**src/rtl/sha3_sponge_ctrl.sv**
```systemverilog
// SHA-3 sponge sequencer: absorbs a message stream into the Keccak rate, pads, permutes and hands off to the squeeze serializer.
// Optional hardware pad10*1 insertion is enabled by defining SHA_HW_PAD_EN.
module sha3_sponge_ctrl #(
    parameter int unsigned DATA_WIDTH = 16
) (
    input  logic                  ACLK,
    input  logic                  ARESET,
    input  logic [DATA_WIDTH-1:0] S_TDATA,
    input  logic                  S_TVALID,
    output logic                  S_TREADY,
    input  logic                  S_TLAST,
    input  logic [1:0]            S_TUSER,
    output logic [DATA_WIDTH-1:0] ABS_DATA,
    output logic [7:0]            ABS_IDX,
    output logic                  ABS_WE,
    output logic                  STATE_CLR,
    output logic                  PERM_START,
    input  logic                  PERM_DONE,
    output logic                  OUT_READY,
    output logic [1:0]            OUT_MODE,
    input  logic                  OUT_LAST,
    output logic                  BUSY
);

    localparam int unsigned DW    = DATA_WIDTH;
    localparam int unsigned IDX_W = 8;

`ifdef SHA_HW_PAD_EN
    localparam logic [DW-1:0] PAD_FIRST = DW'(8'h06);
    localparam logic [DW-1:0] PAD_LAST  = DW'(8'h80) << (DW - 8);
    localparam logic [DW-1:0] PAD_BOTH  = PAD_FIRST | PAD_LAST;
`endif

    typedef enum logic [2:0] {
        ST_IDLE    = 3'd0,
        ST_CLR     = 3'd1,
        ST_ABSORB  = 3'd2,
        ST_PERM    = 3'd3,
`ifdef SHA_HW_PAD_EN
        ST_PAD     = 3'd4,
`endif
        ST_SQUEEZE = 3'd5,
        ST_FLUSH   = 3'd6
    } state_t;

    // Rate in words for each digest select.
    function automatic logic [IDX_W-1:0] rate_words(input logic [1:0] sel);
        case (sel)
            2'd0:    return IDX_W'(1152 / DW);
            2'd1:    return IDX_W'(1088 / DW);
            2'd2:    return IDX_W'(832 / DW);
            default: return IDX_W'(576 / DW);
        endcase
    endfunction

    state_t           state;
    logic [IDX_W-1:0] idx;
    logic [IDX_W-1:0] rate_m1;
    logic             final_q;
    logic             perm_first;
`ifdef SHA_HW_PAD_EN
    logic             pad_pending;
    logic             pad_phase;
    logic [IDX_W-1:0] pad_k;
`endif

    // Sequencer: every output is registered alongside the state it belongs to.
    always_ff @(posedge ACLK) begin
        if (ARESET) begin
            state       <= ST_IDLE;
            idx         <= '0;
            rate_m1     <= '0;
            final_q     <= 1'b0;
            perm_first  <= 1'b0;
`ifdef SHA_HW_PAD_EN
            pad_pending <= 1'b0;
            pad_phase   <= 1'b0;
            pad_k       <= '0;
`endif
            S_TREADY    <= 1'b0;
            ABS_DATA    <= '0;
            ABS_IDX     <= '0;
            ABS_WE      <= 1'b0;
            STATE_CLR   <= 1'b0;
            PERM_START  <= 1'b0;
            OUT_READY   <= 1'b0;
            OUT_MODE    <= 2'd0;
            BUSY        <= 1'b0;
        end else begin
            STATE_CLR  <= 1'b0;
            PERM_START <= 1'b0;
            ABS_WE     <= 1'b0;
            case (state)
                ST_IDLE: begin
                    if (S_TVALID) begin
                        state <= ST_CLR;
                        BUSY  <= 1'b1;
                    end
                end
                ST_CLR: begin
                    STATE_CLR <= 1'b1;
                    OUT_MODE  <= S_TUSER;
                    rate_m1   <= rate_words(S_TUSER) - IDX_W'(1);
                    idx       <= '0;
                    final_q   <= 1'b0;
`ifdef SHA_HW_PAD_EN
                    pad_pending <= 1'b0;
`endif
                    state     <= ST_ABSORB;
                    S_TREADY  <= 1'b1;
                end
                ST_ABSORB: begin
                    if (S_TVALID && S_TREADY) begin
                        ABS_WE   <= 1'b1;
                        ABS_IDX  <= idx;
                        ABS_DATA <= S_TDATA;
                        idx      <= idx + IDX_W'(1);
`ifdef SHA_HW_PAD_EN
                        if (S_TLAST && (idx != rate_m1)) begin
                            state     <= ST_PAD;
                            pad_k     <= idx + IDX_W'(1);
                            pad_phase <= 1'b0;
                            S_TREADY  <= 1'b0;
                        end else if (idx == rate_m1) begin
                            state       <= ST_PERM;
                            perm_first  <= 1'b1;
                            pad_pending <= S_TLAST;
                            pad_k       <= '0;
                            S_TREADY    <= 1'b0;
                        end
`else
                        if (S_TLAST || (idx == rate_m1)) begin
                            state      <= ST_PERM;
                            perm_first <= 1'b1;
                            final_q    <= S_TLAST;
                            S_TREADY   <= 1'b0;
                        end
`endif
                    end
                end
                ST_PERM: begin
                    // A done pulse coinciding with our own start cannot belong to this permutation.
                    if (perm_first) begin
                        PERM_START <= 1'b1;
                        perm_first <= 1'b0;
                    end else if (PERM_DONE && !PERM_START) begin
                        idx <= '0;
                        if (final_q) begin
                            state     <= ST_SQUEEZE;
                            OUT_READY <= 1'b1;
`ifdef SHA_HW_PAD_EN
                        end else if (pad_pending) begin
                            state     <= ST_PAD;
                            pad_phase <= 1'b0;
`endif
                        end else begin
                            state    <= ST_ABSORB;
                            S_TREADY <= 1'b1;
                        end
                    end
                end
`ifdef SHA_HW_PAD_EN
                ST_PAD: begin
                    // Zero pad words are skipped; only the 0x06 and 0x80 words are written.
                    ABS_WE <= 1'b1;
                    if (pad_k == rate_m1) begin
                        ABS_IDX  <= rate_m1;
                        ABS_DATA <= PAD_BOTH;
                    end else if (!pad_phase) begin
                        ABS_IDX  <= pad_k;
                        ABS_DATA <= PAD_FIRST;
                    end else begin
                        ABS_IDX  <= rate_m1;
                        ABS_DATA <= PAD_LAST;
                    end
                    if ((pad_k == rate_m1) || pad_phase) begin
                        state       <= ST_PERM;
                        perm_first  <= 1'b1;
                        final_q     <= 1'b1;
                        pad_pending <= 1'b0;
                    end else begin
                        pad_phase <= 1'b1;
                    end
                end
`endif
                ST_SQUEEZE: begin
                    if (OUT_LAST) begin
                        state     <= ST_FLUSH;
                        OUT_READY <= 1'b0;
                    end
                end
                ST_FLUSH: begin
                    state <= ST_IDLE;
                    BUSY  <= 1'b0;
                end
                default: begin
                    state     <= ST_IDLE;
                    S_TREADY  <= 1'b0;
                    OUT_READY <= 1'b0;
                    BUSY      <= 1'b0;
                end
            endcase
        end
    end

endmodule

```
**config.mk**
```make
export PLATFORM = sky130hd
export DESIGN_NAME = sha3_sponge_ctrl
export DESIGN_NICKNAME = d
export VERILOG_FILES = /design/src/rtl/sha3_sponge_ctrl.sv
export SDC_FILE = /design/constraint.sdc
export NUM_CORES = 1
export LEC_CHECK = 0
export CAP_MARGIN = 30
export CORE_MARGIN = 3
export CORE_UTILIZATION = 44
export DETAILED_ROUTE_END_ITERATION = 10
export MAX_ROUTING_LAYER = met4
export PLACE_DENSITY = 0.8
export RECOVER_POWER = 50
export SETUP_SLACK_MARGIN = 0.02
export SYNTH_ARGS = -nofsm -noshare
export SYNTH_HDL_FRONTEND = slang
export SYNTH_SLANG_ARGS = --single-unit
export TNS_END_PERCENT = 100
```
**constraint.sdc**
```tcl
create_clock -name ACLK -period 1.86 [get_ports ACLK]
set_input_delay 0.465 -clock ACLK [delete_from_list [all_inputs] [get_ports ACLK]]
set_output_delay 0.465 -clock ACLK [all_outputs]
set_load 0.01 [all_outputs]
```
**Pin map**

Pins as bars across the die edge, other pins in gray.
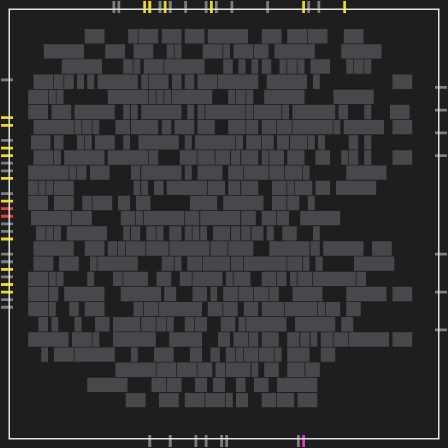
legend:
  S_TDATA:
    color: yellow
    pins: 16
    direction: input
    edge: 10 left, 6 top
  PERM_DONE:
    color: magenta
    pins: 1
    direction: input
    edge: bottom
  S_TUSER:
    color: red
    pins: 2
    direction: input
    edge: left
Buffers on Ports: 55
Die Wd: 76.8 um
Die Ht: 76.8 um

**Cell sizes after repair**

Scale bar: 20 um.
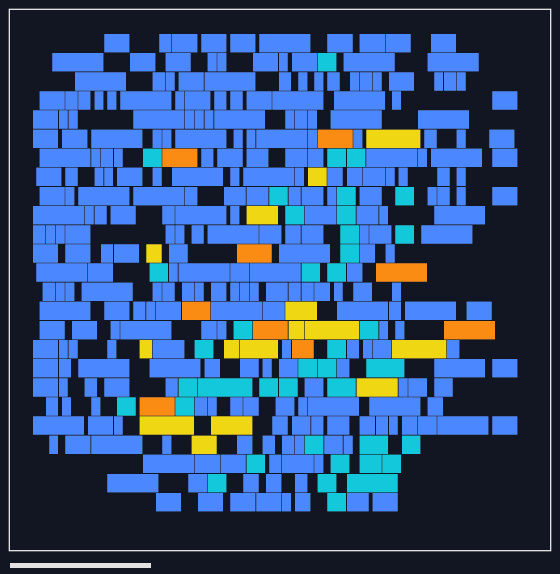
legend:
  drive 1 or less:
    color: blue
    cells: 286
    share: 82%
    most_used: nand2_1
  drive 3 to 4:
    color: cyan
    cells: 40
    share: 11%
    most_used: buf_4
  drive 6 and up:
    color: orange
    cells: 9
    share: 2.6%
    most_used: clkbuf_8
  drive 2:
    color: yellow
    cells: 15
    share: 4.3%
    most_used: dfxtp_2
Final Instance Area: 3210 sq um
Signal buffers: 93
P&R area growth vs syn: 45.4%
Final Worst Setup Slack: 1.40 ps

==> flow_summary.ini <==
; physical design summary
[sta]
rsz0062_at_grt = true
finalSetupViolCount = 0
worst_pin_slew_ps = 622
period_used_share = 0.999
timing.fmax_mhz = 538
finalHoldViolations = 0
finalSetupTns_ps = 0
period_minus_slack_ps = 1860
drv_slew = 0
relSlewSlack = 0.586

[die]
io_pins = 56
dieArea_sq_um = 5900
fp-utilization = 0.461
core-area_sq_um = 4790
core.rowCount = 25

[route]
drt_iter0_drc = 117
routed_wl_mm = 5.49
drtAntennaViolNets = 0
wire_per_inst_um = 13.2
vias = 2140
drc = 0
via_per_inst = 5.13
dr.pass1.iters = 4

[min_path]
worstHoldPathType = reg -> reg
holdCritStartpoint = ABS_IDX[2]$_SDFFE_PP0P_

[synth]
syn-cell-area_sq_um = 2200
yosys_warnings = 0
ys_chip_area_sq_um = 2200
synth_flop_count = 52
ff_type = dfxtp_1
fp_nets = 289
yosysCellCount = 263
ys_seq_share = 0.472
edf_count = 0
ys_types = 47
async_reset_ff_frac = 0
syn-instance-count = 263
syn_avg_cell_area_sq_um = 8.38

[grt]
grt_pass1_vias = 2038
grt_start_max_net_pins = 28
grt_use_total = 0.196
grt_antenna_before_repair = 0
grt_first_pass_wirelength_mm = 9.11
grt_overflow_total = 0

[worst_setup_path]
cp_max_fo = 3
startpoint = idx[0]$_SDFFE_PP0P_
r2r_start = idx[0]$_SDFFE_PP0P_
startpoint_type = flop
critPathRequiredTime_ps = 2100
critPathCaptureType = flop
critPathKind = reg -> reg

[flow_run]
cap_violations = 0
warnings = 29

[final_layout]
reg_top3 = ABS_DATA (16), ABS_IDX (8), idx (8)
diodes = 0
regMostFlops = ABS_DATA
finalNetCount = 375
final_util = 0.670
largest_register_ffs = 16
drive_above_1_share = 0.183

[pwr]
p_per_area_nw_per_um2 = 993
p_total_mw = 3.18
power.leakage_nw = 1.26
peakVddDrop_uv = 662

[clocking]
numCtsBuffers = 5
cts_tree = done
htreeDepth = 2
clk_path_buf_depth = 2
clk_pin_slew_ps = 90
clock-root-buffer = clkbuf_8

[placed_design]
pre_cts_ws_ps = -547
gp_congestion = 0.931
place_area_sq_um = 3070
dp_hpwl_mm = 3.99

[status]
status = finished clean
**Clock distribution**

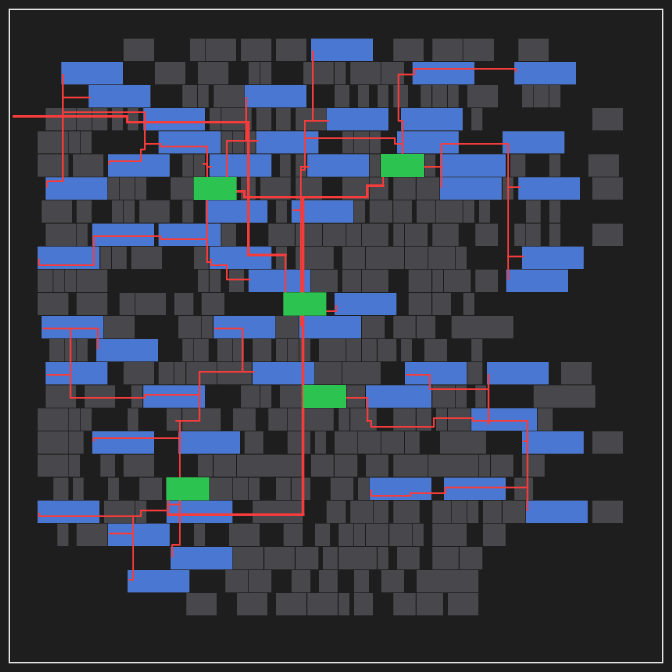
legend:
  cells driving clock nets:
    color: green
    count: 5
  clock wires:
    color: red
    length: 558 um
  flip-flops:
    color: blue
    count: 52
flops lie: all over the die
Worst-Skew Late Latency: 310 ps
Setup Skew: 8.24 ps

**Clock routing**

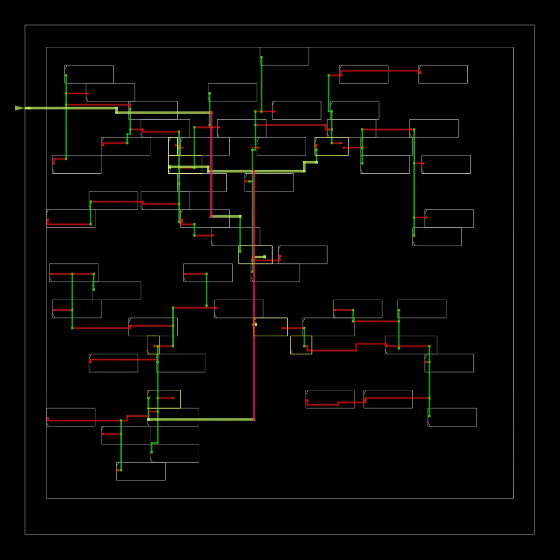
# clk buffers: 6
Flops: 52
Sink Count: 52
Clock Power: 0.636 mW

## cell usage in the layout (no fill, tap or decap), types with 2 or more instances in the layout
master	instances
nand3_1	2
ha_1	2
a31oi_1	3
clkbuf_1	2
nand2_1	56
nor2_1	25
or2_2	2
xor2_1	11
a21oi_1	36
clkdlybuf4s50_1	52
nand2b_1	5
nor2b_1	3
nand3b_1	2
o21ai_1	2
o31ai_1	2
nor3_1	4
buf_12	2
dfxtp_1	48
clkbuf_8	5
dfxtp_2	4
nand4_1	3
and3_1	3
o21ai_0	2
buf_4	34
inv_1	4
a211oi_1	3
o21a_1	2
## metal layers
layer	global-route usage	vias up	part of all wire
met4	0.0598	0	0.013
met5	-	-	0
met1	0.239	1005	0.44
met3	0.0493	8	0.066
li1	-	1067	-
met2	0.320	60	0.48
## timing repair
item / in CTS / in global routing
gates resized: 3 / 7
buffers inserted: 4 / 0
pin swaps: 4 / 1
setup endpoints to repair: 37 / 35
hold buffers: 0 / 0
gates cloned: 0 / 0
## power by group
part           total (mW)  leakage, nW  internal (mW)  switching, mW
Clock               0.636       0.0456          0.269          0.368
Combinational        1.21        0.792          0.613          0.594
Sequential           1.34        0.423           1.23          0.111
Total                3.18         1.26           2.11           1.07
## synth_stat cells (4+ instances only)
cell type | n | area [sq um]
a21oi_1 | 36 | 180
buf_2 | 5 | 25.0
clkbuf_1 | 8 | 30.0
dfxtp_1 | 52 | 1040
inv_1 | 4 | 15.0
nand2_1 | 56 | 210
nand2b_1 | 5 | 31.3
nor2_1 | 25 | 93.8
nor3_1 | 4 | 20.0
xor2_1 | 11 | 96.3
## kinds of logic after synthesis
| kind of cell | Yosys count | share of synthesized area |
|---|---|---|
| simple gates | 118 | 0.254 |
| compound gates | 59 | 0.170 |
| mux | 2 | 0.0113 |
| flops | 52 | 0.472 |
| buf+inv | 18 | 0.0335 |
| xor+xnor | 12 | 0.0477 |
| fa+ha+maj | 2 | 0.0113 |
## worst paths after layout
kind                                                end  cells after the start
worst max-delay path              S_TREADY$_SDFFE_PP0P_                      6
worst min-delay path            ABS_IDX[2]$_SDFFE_PP0P_                      2
worst max register to register    S_TREADY$_SDFFE_PP0P_                      6
worst min register to register  ABS_IDX[2]$_SDFFE_PP0P_                      2
## layout make-up
type | instances | area [sq um]
clock buffers | 6 | 72.6
clock inverters | 2 | 13.8
fillers | 399 | 1580
inverters | 4 | 15.0
multi-input cells | 193 | 1110
flip-flops and latches | 52 | 1050
well taps | 67 | 83.8
repair buffers | 93 | 862
## stage by stage
stage          hold WS, ps  instances
2_1_floorplan          444        263
3_3_place_gp           442        405
3_5_place_dp           447        405
4_1_cts                459        417
5_1_grt                473        417
6_report               457        417
## worst max-delay path: stages, from the launching register on
cell and delay [ps]:
dfxtp_1 320, or3_1 380, a211oi_2 220, a2111oi_2 110
buf_4 160, or4_1 490, a21oi_1 120
Power and IR drop assume default switching activity.
